`src/rtl/riscv_pkg.sv`:
```
// Shared RISC-V core definitions: data width, LSU access-size codes and the
// data-memory controller state encoding.
package riscv_pkg;

  localparam int RV_XLEN = 32;

  localparam logic [2:0] SIZE_B = 3'b000;
  localparam logic [2:0] SIZE_H = 3'b001;
  localparam logic [2:0] SIZE_W = 3'b010;

  typedef enum logic [1:0] {
    IDLE = 2'b00,
    REQ  = 2'b01,
    WAIT = 2'b10,
    DONE = 2'b11
  } dmem_state_t;

  // Illegal size codes behave as a full word access.
  function automatic logic [2:0] norm_size(input logic [2:0] size);
    if (size == SIZE_B || size == SIZE_H) return size;
    return SIZE_W;
  endfunction

endpackage

```
`src/rtl/dmem_align.sv`:
```
// Combinational lane logic for the data-memory controller: byte enables,
// store-data lane replication, load-data right-justification/masking and
// misalignment detection.
// Build option: DMEM_CTRL_MISALIGN_CHECK_EN -- when defined, misaligned
// accesses are flagged; otherwise the low address bits are forced to the
// natural alignment of the access and the flag stays 0.
module dmem_align
  import riscv_pkg::*;
#(
  parameter int XLEN = RV_XLEN
) (
  input  logic [1:0]        addr_lo,
  input  logic [2:0]        size,
  input  logic [XLEN-1:0]   store_data,
  input  logic [1:0]        ld_addr_lo,
  input  logic [2:0]        ld_size,
  input  logic [XLEN-1:0]   rdata,
  output logic [XLEN/8-1:0] be,
  output logic [XLEN-1:0]   wdata,
  output logic [XLEN-1:0]   ld_data,
  output logic [1:0]        eff_addr_lo,
  output logic [2:0]        eff_size,
  output logic              misaligned
);

  logic [XLEN-1:0] shifted;

  // Request side: effective offset, misalignment, byte enables and store lanes.
  always_comb begin
    eff_size    = norm_size(size);
    eff_addr_lo = addr_lo;
    misaligned  = 1'b0;
`ifdef DMEM_CTRL_MISALIGN_CHECK_EN
    case (eff_size)
      SIZE_H:  misaligned = addr_lo[0];
      SIZE_W:  misaligned = |addr_lo;
      default: misaligned = 1'b0;
    endcase
`else
    case (eff_size)
      SIZE_H:  eff_addr_lo = {addr_lo[1], 1'b0};
      SIZE_W:  eff_addr_lo = 2'b00;
      default: eff_addr_lo = addr_lo;
    endcase
`endif
    case (eff_size)
      SIZE_B: begin
        be    = 4'b0001 << eff_addr_lo;
        wdata = {4{store_data[7:0]}};
      end
      SIZE_H: begin
        be    = 4'b0011 << eff_addr_lo;
        wdata = {2{store_data[15:0]}};
      end
      default: begin
        be    = 4'b1111;
        wdata = store_data;
      end
    endcase
  end

  // Response side: shift the addressed lanes down and clear bits above the size.
  always_comb begin
    shifted = rdata >> {ld_addr_lo, 3'b000};
    case (norm_size(ld_size))
      SIZE_B:  ld_data = {{(XLEN-8){1'b0}}, shifted[7:0]};
      SIZE_H:  ld_data = {{(XLEN-16){1'b0}}, shifted[15:0]};
      default: ld_data = shifted;
    endcase
  end

endmodule

```
`src/rtl/dmem_ctrl.sv`:
```
// Data-memory controller: turns the execute stage's single-cycle LSU access
// into a req/gnt/rvalid bus transaction, stalls the pipe until the response
// returns and hands right-justified load data back in the DONE cycle.
// Build option: DMEM_CTRL_MISALIGN_CHECK_EN enables misaligned-access
// suppression (see dmem_align).
//
// state | meaning
// IDLE  | no access in flight; a valid aligned access issues req here
// REQ   | request outstanding, waiting for gnt
// WAIT  | granted, waiting for rvalid
// DONE  | response (or timeout) presented for one cycle, stall released
module dmem_ctrl
  import riscv_pkg::*;
#(
  parameter int XLEN           = RV_XLEN,
  parameter int TIMEOUT_CYCLES = 255
) (
  input  logic              clk,
  input  logic              reset_n,
  input  logic              adr_v_i,
  input  logic [XLEN-1:0]   adr_i,
  input  logic              is_store_i,
  input  logic [XLEN-1:0]   store_data_i,
  input  logic [2:0]        access_size_i,
  output logic [XLEN-1:0]   load_data_o,
  output logic              stall_o,
  output logic              misaligned_o,
  output logic              bus_err_o,
  output logic              req_o,
  input  logic              gnt_i,
  output logic              we_o,
  output logic [XLEN/8-1:0] be_o,
  output logic [XLEN-1:0]   addr_o,
  output logic [XLEN-1:0]   wdata_o,
  input  logic              rvalid_i,
  input  logic [XLEN-1:0]   rdata_i,
  input  logic              err_i
);

  localparam logic [15:0] TO_LAST = 16'(TIMEOUT_CYCLES - 1);

  dmem_state_t state, state_nxt;
  logic [15:0] cnt, cnt_nxt;
  logic        hit;

  logic        req, stall, mis_pulse;
  logic        cap_req, cap_rsp, cap_to;

  logic [1:0]        cap_lo;
  logic [2:0]        cap_size;
  logic              cap_store;
  logic [XLEN-1:0]   cap_data;
  logic              cap_err;

  logic [XLEN/8-1:0] be;
  logic [XLEN-1:0]   wdata;
  logic [XLEN-1:0]   ld_data;
  logic [1:0]        eff_lo;
  logic [2:0]        eff_size;
  logic              mis;

  dmem_align #(.XLEN(XLEN)) u_align (
    .addr_lo     (adr_i[1:0]),
    .size        (access_size_i),
    .store_data  (store_data_i),
    .ld_addr_lo  (cap_lo),
    .ld_size     (cap_size),
    .rdata       (rdata_i),
    .be          (be),
    .wdata       (wdata),
    .ld_data     (ld_data),
    .eff_addr_lo (eff_lo),
    .eff_size    (eff_size),
    .misaligned  (mis)
  );

  // Last REQ/WAIT cycle before the access is abandoned.
  assign hit = (cnt == TO_LAST);

  // State and timeout counter registers.
  always_ff @(posedge clk or negedge reset_n) begin
    if (!reset_n) begin
      state <= IDLE;
      cnt   <= '0;
    end else begin
      state <= state_nxt;
      cnt   <= cnt_nxt;
    end
  end

  // Next-state, handshake outputs and capture strobes.
  always_comb begin
    state_nxt = state;
    cnt_nxt   = cnt;
    req       = 1'b0;
    stall     = 1'b0;
    mis_pulse = 1'b0;
    cap_req   = 1'b0;
    cap_rsp   = 1'b0;
    cap_to    = 1'b0;
    case (state)
      IDLE: begin
        cnt_nxt = '0;
        if (adr_v_i) begin
          if (mis) begin
            mis_pulse = 1'b1;
          end else begin
            req       = 1'b1;
            stall     = 1'b1;
            cap_req   = 1'b1;
            state_nxt = gnt_i ? WAIT : REQ;
          end
        end
      end
      REQ: begin
        req     = 1'b1;
        stall   = 1'b1;
        cnt_nxt = cnt + 16'd1;
        if (hit) begin
          cap_to    = 1'b1;
          state_nxt = DONE;
        end else if (gnt_i) begin
          state_nxt = WAIT;
        end
      end
      WAIT: begin
        stall   = 1'b1;
        cnt_nxt = cnt + 16'd1;
        // A response in the final cycle still counts as a normal completion.
        if (rvalid_i) begin
          cap_rsp   = 1'b1;
          state_nxt = DONE;
        end else if (hit) begin
          cap_to    = 1'b1;
          state_nxt = DONE;
        end
      end
      DONE: begin
        cnt_nxt   = '0;
        state_nxt = IDLE;
      end
      default: begin
        cnt_nxt   = '0;
        state_nxt = IDLE;
      end
    endcase
  end

  // Access attributes at issue; response data/error at completion or timeout.
  always_ff @(posedge clk or negedge reset_n) begin
    if (!reset_n) begin
      cap_lo    <= '0;
      cap_size  <= '0;
      cap_store <= 1'b0;
      cap_data  <= '0;
      cap_err   <= 1'b0;
    end else begin
      if (cap_req) begin
        cap_lo    <= eff_lo;
        cap_size  <= eff_size;
        cap_store <= is_store_i;
        cap_data  <= '0;
        cap_err   <= 1'b0;
      end
      if (cap_rsp) begin
        cap_data <= cap_store ? '0 : ld_data;
        cap_err  <= err_i;
      end
      if (cap_to) begin
        cap_data <= '0;
        cap_err  <= 1'b1;
      end
    end
  end

  // Request-side outputs are gated by reset so a stalled access cannot leak
  // a request while the controller is held in reset.
  assign req_o        = req & reset_n;
  assign stall_o      = stall & reset_n;
  assign misaligned_o = mis_pulse & reset_n;
  assign we_o         = req_o & is_store_i;
  assign be_o         = req_o ? be : '0;
  assign addr_o       = {adr_i[XLEN-1:2], 2'b00};
  assign wdata_o      = wdata;
  assign load_data_o  = (state == DONE) ? cap_data : '0;
  assign bus_err_o    = (state == DONE) & cap_err;

endmodule

```
`config.mk`:
```
export PLATFORM = sky130hd
export DESIGN_NAME = dmem_ctrl
export DESIGN_NICKNAME = d
export VERILOG_FILES = /design/src/rtl/riscv_pkg.sv /design/src/rtl/dmem_align.sv /design/src/rtl/dmem_ctrl.sv
export SDC_FILE = /design/constraint.sdc
export NUM_CORES = 1
export LEC_CHECK = 0
export CELL_PAD_IN_SITES_DETAIL_PLACEMENT = 1
export CELL_PAD_IN_SITES_GLOBAL_PLACEMENT = 2
export CORE_UTILIZATION = 24
export CTS_BUF_LIST = sky130_fd_sc_hd__clkbuf_16
export DETAILED_ROUTE_END_ITERATION = 6
export GPL_ROUTABILITY_DRIVEN = 0
export PLACE_DENSITY_LB_ADDON = 0.2
export SYNTH_ARGS = -nofsm -noshare
export SYNTH_HDL_FRONTEND = slang
export SYNTH_HIERARCHICAL = 1
export SYNTH_SLANG_ARGS = --single-unit
export TNS_END_PERCENT = 5
```
`constraint.sdc`:
```
create_clock -name clk -period 3.12 [get_ports clk]
set_input_delay 0.78 -clock clk [delete_from_list [all_inputs] [get_ports clk]]
set_output_delay 0.78 -clock clk [all_outputs]
set_load 0.01 [all_outputs]
```
==> run_results.csv, run 1 <==
group,metric,value,unit
outcome,status,"finished, final reports clean",
synthesis,synth_seq_share,34.9,%
placed_design,place_inst,748,
floorplan,dieWidth,133,um
timing,final_max_slew_viol_count,0,
global_routing,grt_max_degree,59,
clock_network,clkTransAtPathRegs,0.05,ns
finish,seqCellArea,1430,um^2
synthesis,edf_count,0,
timing,hold_viol,0,
finish,drive_above_1_share,13.9,%
finish,final-comb-area,2230,um^2
floorplan,die_y,133,um
synthesis,logic_family,"simple AND/OR/NAND/NOR gates",
synthesis,synth-simple-area-share,19.5,%
clock_network,h-tree-depth,3,
finish,comb_share,37.8,%
global_routing,gr-max-usage-layer,"met2",
finish,lay_top_cells,"clkdlybuf4s50_1 (123), dfrtp_1 (57), and2_1 (44)",
power_and_ir_drop,leakagePower,2.55,nW
synthesis,yosysTopAreaCell,"dfrtp_1",
timing,timing.hold.ws,0.495,ns
drt,firstDrtPassIters,4,
worst_setup_path,reg2reg_from,"cnt[12]",
min_path,hp-class,"flop to flop",
worst_setup_path,crit_arrival,2.29,ns
==> run 1: repair_timing <==
action	in CTS	in global routing
resized	23	4
endpoints found under the setup margin	30	13
setup buffers	0	3
gates cloned	0	0
pin swaps	1	1
==> run 1: state kept, by name, summed over array words and instances (netlist names) <==
signal	flops
cap_data	32
cap_size	3
state	2
cnt	16
cap_lo	2
cap_store	1
cap_err	1
==> run 1: cell usage after synthesis (all sizes together), types with 8 or more instances <==
| master | count |
|---|---|
| ha | 8 |
| a21oi | 15 |
| a211oi | 17 |
| a22o | 32 |
| mux2i | 17 |
| clkbuf | 8 |
| buf | 54 |
| nor2b | 10 |
| nor2 | 42 |
| and2 | 45 |
| inv | 13 |
| nand2 | 11 |
| o21ai | 9 |
| mux2 | 24 |
| dfrtp | 57 |
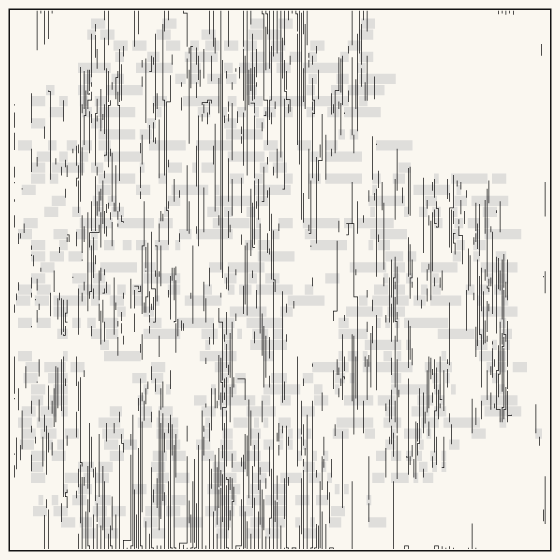
(run_1/layer_met2.png)
Cells faint in the background.
nets with wire on the layer = 579
main direction = vertical
met2 Use GR: 25.8%
total number of vias: 3549
final wirelength: 12.9 mm

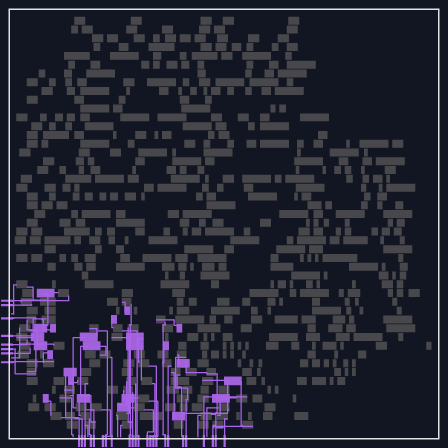
(run_1/io_fan.png)
purple -> wdata_o  # bits 32, direction output, edge 24 bottom, 8 left, end cells 24, wire 1050 um
IO Pins: 211
IO buf count: 147

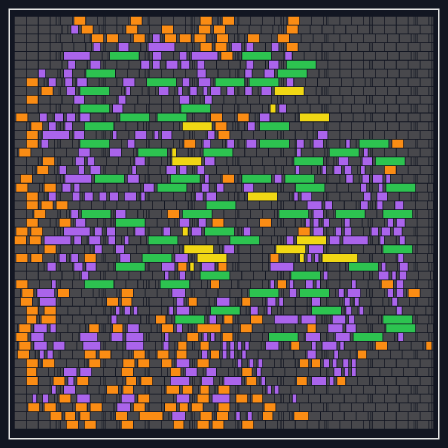
(run_1/placement_by_type.png)
Fill, decap, tap and diode cells in gray.
orange -> other buffers and delay cells  # cells 169, share of their area 29%
purple -> combinational and other logic  # cells 305, share of their area 41%
green -> flops  # cells 57, share of their area 25%
yellow -> clock drivers and dummy loads  # cells 15, share of their area 4.9%
Core Footprint: 16600 um^2
Rows: 47
final design utilization: 35.6%
Final Cell Area: 5900 um^2

==> run_1/layer_met3.png <==
Bar = 50 um.
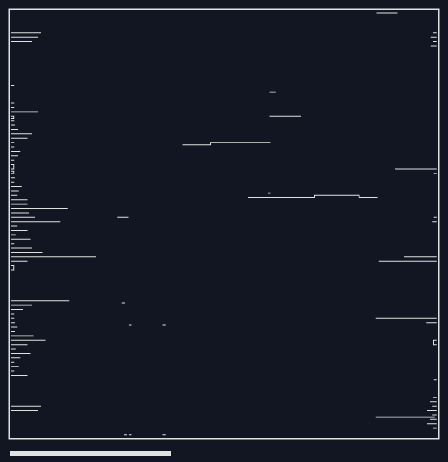

==> inputs of run 2 (changes only) <==
--- a/config.mk
+++ b/config.mk
@@ -7,7 +7,7 @@
 export LEC_CHECK = 0
 export CELL_PAD_IN_SITES_DETAIL_PLACEMENT = 1
 export CELL_PAD_IN_SITES_GLOBAL_PLACEMENT = 2
-export CORE_UTILIZATION = 24
+export CORE_UTILIZATION = 23
 export CTS_BUF_LIST = sky130_fd_sc_hd__clkbuf_16
 export DETAILED_ROUTE_END_ITERATION = 6
 export GPL_ROUTABILITY_DRIVEN = 0
==> constraint.sdc (replaced) <==
create_clock -name clk -period 3.2 [get_ports clk]
set_input_delay 0.8 -clock clk [delete_from_list [all_inputs] [get_ports clk]]
set_output_delay 0.8 -clock clk [all_outputs]
set_load 0.01 [all_outputs]
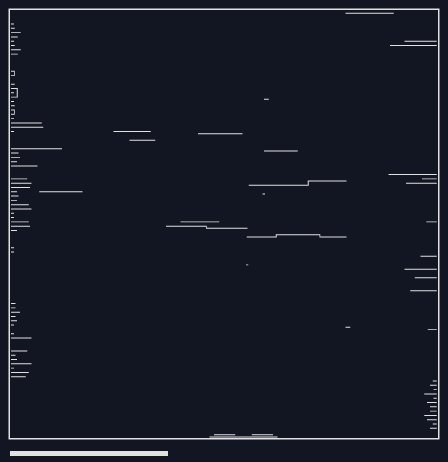
(run_2/layer_met3.png)
Bar = 50 um.
wire length on this layer = 491 um
longest straight run = 21.2 um
nets with wire on the layer = 73
share of all routed wire = 3.7%
main direction = horizontal
total number of vias: 3550
final wirelength: 13.4 mm
met3 Resource Use GR: 3.29%

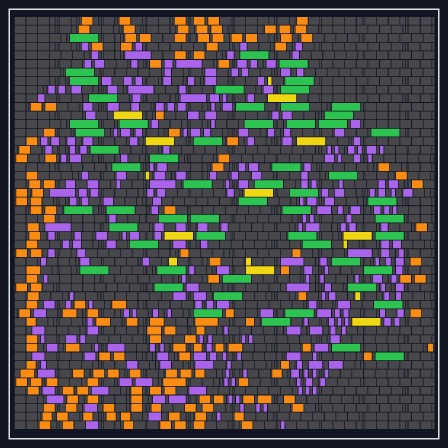
(run_2/placement_by_type.png)
Fill, decap, tap and diode cells in gray.
purple -> combinational and other logic  # cells 305, share of their area 41%
green -> flops  # cells 57, share of their area 26%
yellow -> clock drivers and dummy loads  # cells 15, share of their area 4.6%
orange -> other buffers and delay cells  # cells 163, share of their area 29%
Final Cell Area: 5860 um^2
sequential share of cell area: 24.3%
Rows: 48

==> run_results.csv, run 2 <==
group,metric,value,unit
outcome,status,"finished, final reports clean",
finish,largest_reg_flops,32,
timing,final_max_slew_viol_count,0,
clock_network,h-tree-depth,3,
finish,registers.top_by_ff_count,"cap_data",
clock_network,cts_resized,15,
worst_setup_path,reg2reg_from,"cnt[12]",
min_path,hp-class,"flop to flop",
finish,final-comb-area,2220,um^2
synthesis,most_common_cell,"dfrtp_1",
synthesis,yosys-top-cells-count,"dfrtp_1 (57), and2_1 (45), buf_4 (42)",
finish,top_regs,"cap_data (32), cnt (16), cap_size (3)",
floorplan,die_y,135,um
drt,firstDrtPassIters,4,
synthesis,yosysTopAreaCell,"dfrtp_1",
timing,hold_viol,0,
synthesis,synth_seq_share,34.9,%
clock_network,postCtsSetupRepairBufs,0,
floorplan,core,17400,um^2
floorplan,ios,211,
power_and_ir_drop,leakagePower,2.57,nW
finish,lay_top_cells,"clkdlybuf4s50_1 (123), dfrtp_1 (57), and2_1 (45)",
worst_setup_path,crit_arrival,2.32,ns
run 2: netlist changes by cell type in the layout (fill, tap and decap cells not counted), sizes merged:
cell,before,now
bufinv,1,0
dlymetal6s2s,2,10
clkinv,5,4
inv,14,15
buf,23,17
dlygate4sd2,21,13
clkinvlp,0,1
run 2: kinds of logic (layout without fill, tap and decap cells):
group           Yosys count  count (layout)  share of synthesized area (%)
simple gates            143             143                           19.5
buf+inv                  76             192                           11.7
xor+xnor                  9               9                           1.93
flops                    57              57                           34.9
fa+ha+maj                 8               8                           2.45
mux                      48              48                           15.3
compound gates           79              79                           14.1
other cells               2               4                          0.184
run 2: per-layer routing:
layer  track usage (%)  up-vias
li1                  -     1662
met1              18.7     1777
met2              26.2       82
met3              3.29       29
met4              4.56        0
met5                 0        -
